<file path="config.mk">
export PLATFORM = sky130hd
export DESIGN_NAME = bias_buffer
export DESIGN_NICKNAME = d
export VERILOG_FILES = /design/src/rtl/bias_buffer.sv
export SDC_FILE = /design/constraint.sdc
export NUM_CORES = 1
export LEC_CHECK = 0
export CAP_MARGIN = 25
export CORE_UTILIZATION = 37
export DETAILED_ROUTE_END_ITERATION = 10
export SLEW_MARGIN = 20
export SYNTH_ARGS = -nofsm -noshare
export SYNTH_HDL_FRONTEND = slang
export SYNTH_SLANG_ARGS = --single-unit
</file>
<file path="constraint.sdc">
create_clock -name clk -period 3.6 [get_ports clk]
set_clock_uncertainty 0.2 [all_clocks]
set_input_delay 0.54 -clock clk [delete_from_list [all_inputs] [get_ports clk]]
set_output_delay 0.54 -clock clk [all_outputs]
set_load 0.01 [all_outputs]
</file>
<file path="src/rtl/bias_buffer.sv">
// Bias word buffer: a full-table load port fills WORD_AMOUNT words, then a read request
//   streams rd_len words starting at rd_base, wrapping past the last address back to 0.
// Latency: the first stream word is valid two edges after rd_start is sampled, then one word per cycle.
// Backpressure: out_ready low freezes the output register and stalls the read pipeline; ld_ready is high only in LOAD.
//
// Ports:
//   clk, rst_n                     clock, asynchronous active-low reset
//   ld_start                       begin a full-table load at address 0 (IDLE only)
//   ld_valid, ld_data, ld_ready    load word handshake
//   ld_done                        one-cycle pulse after the final load word is written
//   rd_start, rd_base, rd_len      request a stream of rd_len words from rd_base (IDLE only)
//   out_valid, out_data, out_last  output stream, out_last marks the final word
//   out_ready                      downstream accept
//   busy                           high whenever the block is not IDLE
module bias_buffer #(
    parameter int WORD_AMOUNT  = 48,
    parameter int BIT_PER_WORD = 17,
    localparam int AW          = $clog2(WORD_AMOUNT)
) (
    input  logic                    clk,
    input  logic                    rst_n,
    input  logic                    ld_start,
    input  logic                    ld_valid,
    input  logic [BIT_PER_WORD-1:0] ld_data,
    output logic                    ld_ready,
    output logic                    ld_done,
    input  logic                    rd_start,
    input  logic [AW-1:0]           rd_base,
    input  logic [AW:0]             rd_len,
    output logic                    out_valid,
    output logic [BIT_PER_WORD-1:0] out_data,
    output logic                    out_last,
    input  logic                    out_ready,
    output logic                    busy
);

    typedef enum logic [1:0] {
        IDLE   = 2'd0,
        LOAD   = 2'd1,
        STREAM = 2'd2
    } state_t;

    localparam logic [AW:0]   WA_LEN    = (AW+1)'(WORD_AMOUNT);
    localparam logic [AW-1:0] LAST_ADDR = AW'(WORD_AMOUNT - 1);

    state_t state, state_nxt;

    logic [BIT_PER_WORD-1:0] mem [WORD_AMOUNT];

    logic [AW-1:0]           wr_ptr;
    logic [AW-1:0]           rd_ptr;
    logic [AW:0]             len_q;
    logic [AW:0]             iss_cnt;

    // Read stage between the memory and the output register.
    logic                    s1_vld;
    logic [BIT_PER_WORD-1:0] s1_dat;
    logic                    s1_last;

    logic                    wr_fire;
    logic                    rd_accept;
    logic                    out_take;
    logic                    s1_adv;
    logic                    s1_free;
    logic                    issue;
    logic [AW:0]             base_ext;
    logic [AW-1:0]           base_mod;
    logic [AW:0]             len_clamp;

    // ld_ready is a registered copy of "in LOAD", so this is exactly a LOAD-state handshake.
    assign wr_fire   = ld_valid && ld_ready;
    // ld_start has priority; a zero-length read is not a request at all.
    assign rd_accept = (state == IDLE) && !ld_start && rd_start && (rd_len != '0);

    // 2**AW < 2*WORD_AMOUNT, so a single conditional subtract reduces any base into range.
    assign base_ext  = {1'b0, rd_base};
    assign base_mod  = (base_ext >= WA_LEN) ? AW'(base_ext - WA_LEN) : rd_base;
    assign len_clamp = (rd_len > WA_LEN) ? WA_LEN : rd_len;

    // The output register may reload when empty or when its word is being taken.
    assign out_take = !out_valid || out_ready;
    assign s1_adv   = s1_vld && out_take;
    assign s1_free  = !s1_vld || s1_adv;
    assign issue    = (state == STREAM) && (iss_cnt < len_q) && s1_free;

    always_ff @(posedge clk or negedge rst_n) begin
        if (!rst_n) begin
            state <= IDLE;
        end else begin
            state <= state_nxt;
        end
    end

    always_comb begin
        state_nxt = state;
        case (state)
            IDLE: begin
                if (ld_start) begin
                    state_nxt = LOAD;
                end else if (rd_start && (rd_len != '0)) begin
                    state_nxt = STREAM;
                end
            end
            LOAD: begin
                if (wr_fire && (wr_ptr == LAST_ADDR)) begin
                    state_nxt = IDLE;
                end
            end
            STREAM: begin
                if (out_valid && out_ready && out_last) begin
                    state_nxt = IDLE;
                end
            end
            default: state_nxt = IDLE;
        endcase
    end

    // Storage has no reset so table contents survive rst_n.
    always_ff @(posedge clk) begin
        if (wr_fire) begin
            mem[wr_ptr] <= ld_data;
        end
    end

    always_ff @(posedge clk or negedge rst_n) begin
        if (!rst_n) begin
            busy      <= 1'b0;
            ld_ready  <= 1'b0;
            ld_done   <= 1'b0;
            wr_ptr    <= '0;
            rd_ptr    <= '0;
            len_q     <= '0;
            iss_cnt   <= '0;
            s1_vld    <= 1'b0;
            s1_dat    <= '0;
            s1_last   <= 1'b0;
            out_valid <= 1'b0;
            out_data  <= '0;
            out_last  <= 1'b0;
        end else begin
            busy     <= (state_nxt != IDLE);
            ld_ready <= (state_nxt == LOAD);
            ld_done  <= wr_fire && (wr_ptr == LAST_ADDR);

            if ((state == IDLE) && ld_start) begin
                wr_ptr <= '0;
            end else if (wr_fire) begin
                wr_ptr <= wr_ptr + 1'b1;
            end

            if (rd_accept) begin
                rd_ptr  <= base_mod;
                len_q   <= len_clamp;
                iss_cnt <= '0;
            end else if (issue) begin
                rd_ptr  <= (rd_ptr == LAST_ADDR) ? '0 : rd_ptr + 1'b1;
                iss_cnt <= iss_cnt + 1'b1;
            end

            if (issue) begin
                s1_vld  <= 1'b1;
                s1_dat  <= mem[rd_ptr];
                s1_last <= (iss_cnt == len_q - 1'b1);
            end else if (s1_adv) begin
                s1_vld  <= 1'b0;
            end

            if (out_take) begin
                out_valid <= s1_vld;
                out_data  <= s1_vld ? s1_dat : '0;
                out_last  <= s1_vld && s1_last;
            end
        end
    end

endmodule

</file>
Run 1, floorplan with the power grid:
Bar = 100 um. Pins as bars on the die edge.
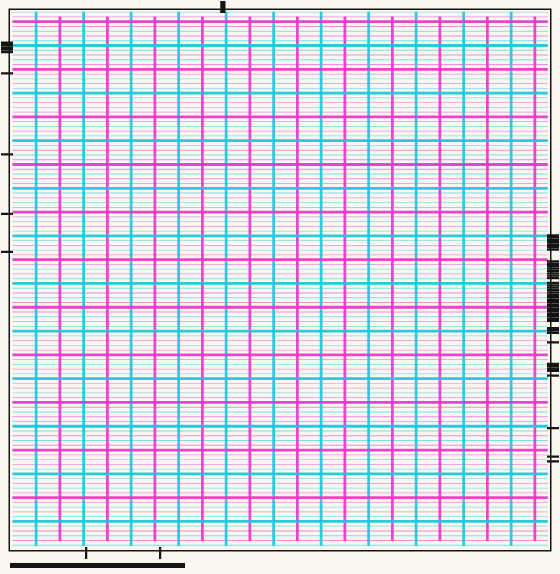
Cyan is VSS. Magenta is VDD.
113 met1 rails follow the rows. 22 straps on met4. 58 signal pins sit on the boundary. 22 straps on met5.
maximum vdd ir drop: 0.3614 mV
Die Y: 308.6 um

Run 1, signal wires on met3:
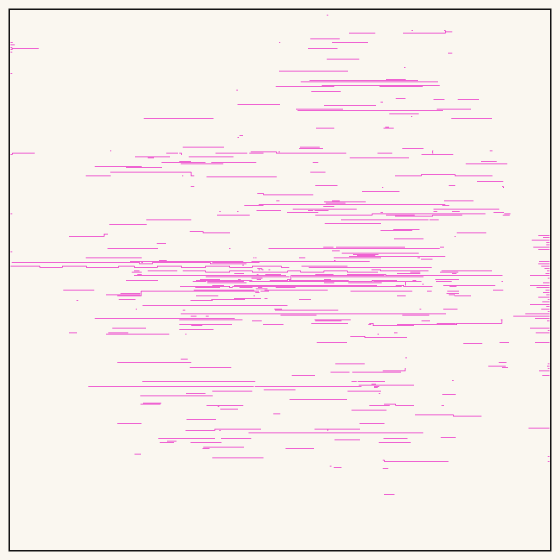
The wires run mostly horizontal. The layer carries 7020 um of wire. The layer holds 8.0% of the routed length. 231 nets have wire on it.

==> flow_summary.yaml, run 1 <==
# yosys + openroad results
synthesis:
  synth_top_area_share: 0.7045
  synth.most_common_cell: "edfxtp_1"
  edf_count: 816
  fp_nets: 1887
  synth-async-reset-ratio: 0.07797
  ys_area_sq_um: 34780
  synth_cell_type_count: 59
  syn_inst: 1840
  synth.cell_area_sq_um: 34780
  top_area_cell: "edfxtp_1"
  ys_top_cells_by_count: "edfxtp_1 (816), mux4_2 (141), mux2i_1 (135)"
  numSynthFlops: 885
  avgSynthCellArea_sq_um: 18.90
  ys_seq_frac: 0.7541
critical_path:
  critPathKind: "flip-flop to flip-flop"
  slowest_stage: "dfrtp_4"
  crit_chain: "buf_4, buf_4, mux2i_1, o22ai_1, a2111oi_1, buf_4, a21oi_1, o221a_1"
  endpoint_kind: "flip-flop"
  rr_worst_depth: 8
  required_ns: 3.94
  reg2reg_from: "rd_ptr[0]"
  cp_max_fo: 23
  worstPathArrival_ns: 3.67
  slowest_delay_ns: 0.75
  rr_endpoint: "s1_dat[14]"
  startpoint: "rd_ptr[0]"
finish:
  buffer_area_frac: 0.04325
  final_cells: 3350
  sh_seq_area: 0.6488
  layout_top_cells: "edfxtp_1 (816), mux4_2 (141), mux2i_1 (135), buf_4 (123), nand2_1 (104)"
  signal_buffers: 194
  logic_area_sq_um: 7898
  finish.instance_area_sq_um: 40450
  antenna_cells: 3
  largest_reg_flops: 816
  regMostFlops: "mem"
  flops: 885
  final_common_cell: "edfxtp_1"
  clk_share: 0.07242
  utilization: 0.4340
flow_run:
  warning_count: 26
  cap_violations: 0
sta:
  relSlewSlack: 0.2998
  hold_violations: 0
  maxSlewViolCount: 0
  timing.final.crit_share: 0.9240
  min_period_ns: 3.327
power_and_ir_drop:
  maxPowerGroup: "registers"
  power_density_nw_per_um2: 743.0
  powerComb_mw: 8.51
  power_clock_mw: 9.18
  swShare: 0.3156
  intPower_mw: 20.57
  p_leak_nw: 13.36
  pwr-share-comb: 0.283
  totalPowerFinal_mw: 30.05
  pwr-share-seq: 0.412
drt:
  firstDrtPassIters: 8
  routed_via_density: 5.441
  vias: 18230
  drc_errors: 2
  route.final.wire_length_mm: 88.23
  drt-wirelength-per-cell_um: 26.34
floorplanning:
  die_w_um: 308.6
  core.rowCount: 112
  chipArea_sq_um: 95240
  tap_cells: 1254
global_route:
  overflow: 0
  antenna_found_initial: 3
  grt_max_degree: 49
  grt.total_usage: 0.1876
  grt_pass1_vias: 18760
worst_hold_path:
  holdPathStages: 1
  hold_class: "input port to flip-flop"
clocking:
  insertion_delay_ns: 0.67
  cts_buffers: 92
  htreeDepth: 3
  tritoncts: "yes"
placed_design:
  place_worst_setup_slack_ns: 0.1155
  dp.cells: 3169
  gp_congestion: 0.8238
run_status:
  status: "finished, violations left"
  violations: "design-rule violations"
Run 1, clock nets:
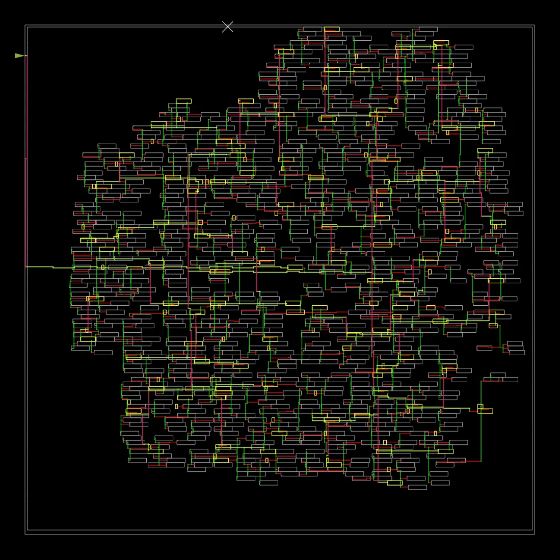
# clk buffers: 114
Sink Count: 885

Run 1, signal wires on met2:
Bar = 100 um.
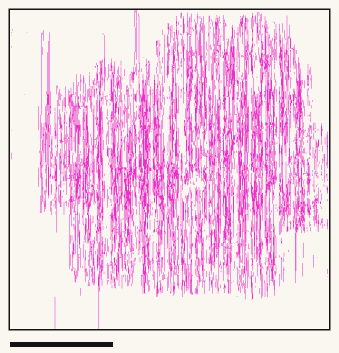
The layer carries 41.8 mm of wire. 1794 nets have wire on it. The longest straight run is 109 um. The layer holds 47% of the routed length. The wires run mostly vertical.

[run 1: per-layer routing]
layer | track usage | wire length, um | up-vias
met5 | 0 | 7 | -
met4 | 0.05230 | 1835 | 2
met3 | 0.04337 | 7015 | 119
met2 | 0.2977 | 41810 | 703
met1 | 0.2590 | 37560 | 9569
li1 | - | - | 7834
[run 1: cells by family after synthesis]
logic type                 Yosys count  share of synthesized area
DFF                                885                     0.7541
muxes                              278                     0.1308
and+or+nand+nor                    277                    0.03691
AOI/OAI and AO/OA                  247                    0.04856
buffers and inverters              125                    0.02140
xor gates and xnor gates            17                   0.004280
adders and majority gates           11                   0.003957
[run 1: critical path: cells and delay by family, from the launching register on]
family                 cells  cell delay, ns
AND-OR/OR-AND              4            1.14
buffers and inverters      3            0.83
flip-flops                 1            0.75
multiplexers               1            0.22
Run 1, metal layers overlaid:
Bar = 100 um. Only two layers are drawn.
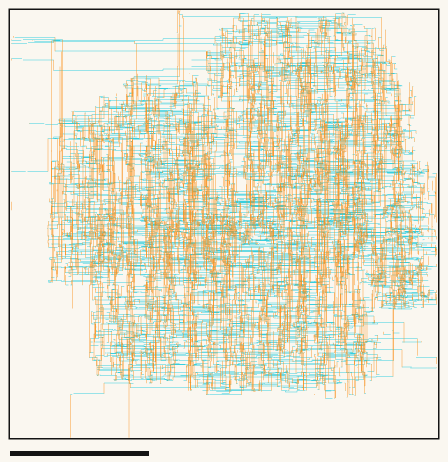

==> run 2, diff against run 1 <==
- clock period: 3.6 -> 3.7 ns (I/O delays scaled with it)
Run 2, metal layers overlaid:
Bar = 100 um. Only two layers are drawn.
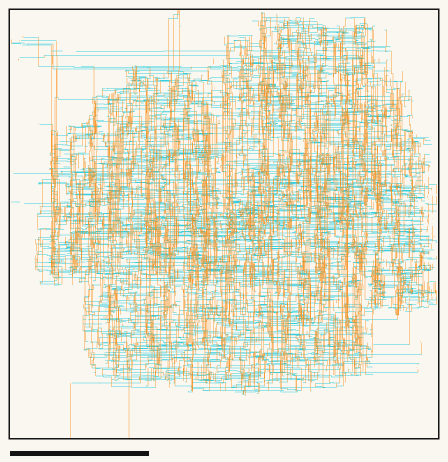
Orange is M2, wire length 40.5 mm. Cyan is M1, wire length 37.2 mm.

==> flow_summary.yaml, run 2 <==
# yosys + openroad results
run_status:
  status: "finished, violations left"
  violations: "design-rule violations"
finish:
  layout_top_cells: "edfxtp_1 (816), mux4_2 (141), mux2i_1 (135), buf_4 (122), nand2_1 (104)"
  flops: 885
  signal_buffers: 192
  clock_buffers: 111
  finish.instance_area_sq_um: 40600
  final_common_cell: "edfxtp_1"
  regMostFlops: "mem"
  sh_seq_area: 0.6463
  buffer_area_frac: 0.04259
critical_path:
  slowest_stage: "dfrtp_4"
  worstPathArrival_ns: 3.65
  crit_chain: "buf_12, mux4_2, a21oi_1, a21oi_1, o221a_1"
  cp_max_fo: 45
  critPathKind: "flip-flop to flip-flop"
  reg2reg_from: "rd_ptr[0]"
  worstPathBufferInverterCount: 1
  endpoint_kind: "flip-flop"
power_and_ir_drop:
  maxPowerGroup: "registers"
  swShare: 0.3074
  power_clock_mw: 9.41
  power_density_nw_per_um2: 729.3
  powerComb_mw: 8.22
  p_leak_nw: 13.43
  ir_drop_mv: 0.3269
  pwr-share-comb: 0.278
  intPower_mw: 20.51
synthesis:
  edf_count: 816
  numSynthFlops: 885
  ys_sh_mux: 0.1308
  synth.cell_area_sq_um: 34780
  fa_ha_area_frac: 0.003957
  synth_cell_type_count: 59
  fp_nets: 1887
  synth_top_area_share: 0.7045
  avgSynthCellArea_sq_um: 18.90
  simple_gate_share: 0.03691
  ys_top_cells_by_count: "edfxtp_1 (816), mux4_2 (141), mux2i_1 (135)"
  ys_seq_frac: 0.7541
  synth.most_common_cell: "edfxtp_1"
  synth-async-reset-ratio: 0.07797
  xor_share: 0.004281
  top_area_cell: "edfxtp_1"
global_route:
  grt_util_met2: 0.2915
  grt_pass1_vias: 18670
  antenna_found_initial: 5
  grt_max_degree: 49
  use_met1: 0.2598
  grt.total_usage: 0.1856
  use_met3: 0.04022
drt:
  routed_via_density: 5.482
  wl_met2_mm: 40.52
  drc_errors: 2
  wl_met3_mm: 7.014
  drt-met1-wl_mm: 37.22
  firstDrtPassIters: 8
sta:
  min_period_ns: 3.332
  timing.final.crit_share: 0.9005
floorplanning:
  tap_cells: 1254
  core.rowCount: 112
  chipArea_sq_um: 95240
  die_w_um: 308.6
worst_hold_path:
  hold_class: "input port to flip-flop"
flow_run:
  cap_violations: 0
  warning_count: 26
placed_design:
  gp_congestion: 0.8307
clocking:
  tritoncts: "yes"
  insertion_delay_ns: 0.65
  cts_buffers: 91
==> run 2: final timing paths <==
| path | end | slack, ns | cells past startpoint |
|---|---|---|---|
| setup / recovery | s1_dat[14] | 0.37 | 5 |
| hold / removal | mem[19][3] | 0.13 | 1 |
| setup reg to reg | s1_dat[14] | 0.37 | 5 |
| hold reg to reg | out_data[16] | 0.27 | 2 |
| max in group asynchronous | s1_dat[5] | 2.00 | 3 |
| min in group asynchronous | len_q[1] | 0.38 | 2 |
==> run 2: stage by stage <==
step	worst slack, ns	total power [mW]	instances
2_1_floorplan	0.3034	17.26	1840
3_3_place_gp	0.2980	20.33	3166
3_5_place_dp	0.3511	20.42	3167
4_1_cts	0.3218	29.82	3337
5_1_grt	0.2561	30.77	3344
6_report	0.3681	29.61	3345
Power figures rest on the tool's default switching activity, not on a simulated workload.
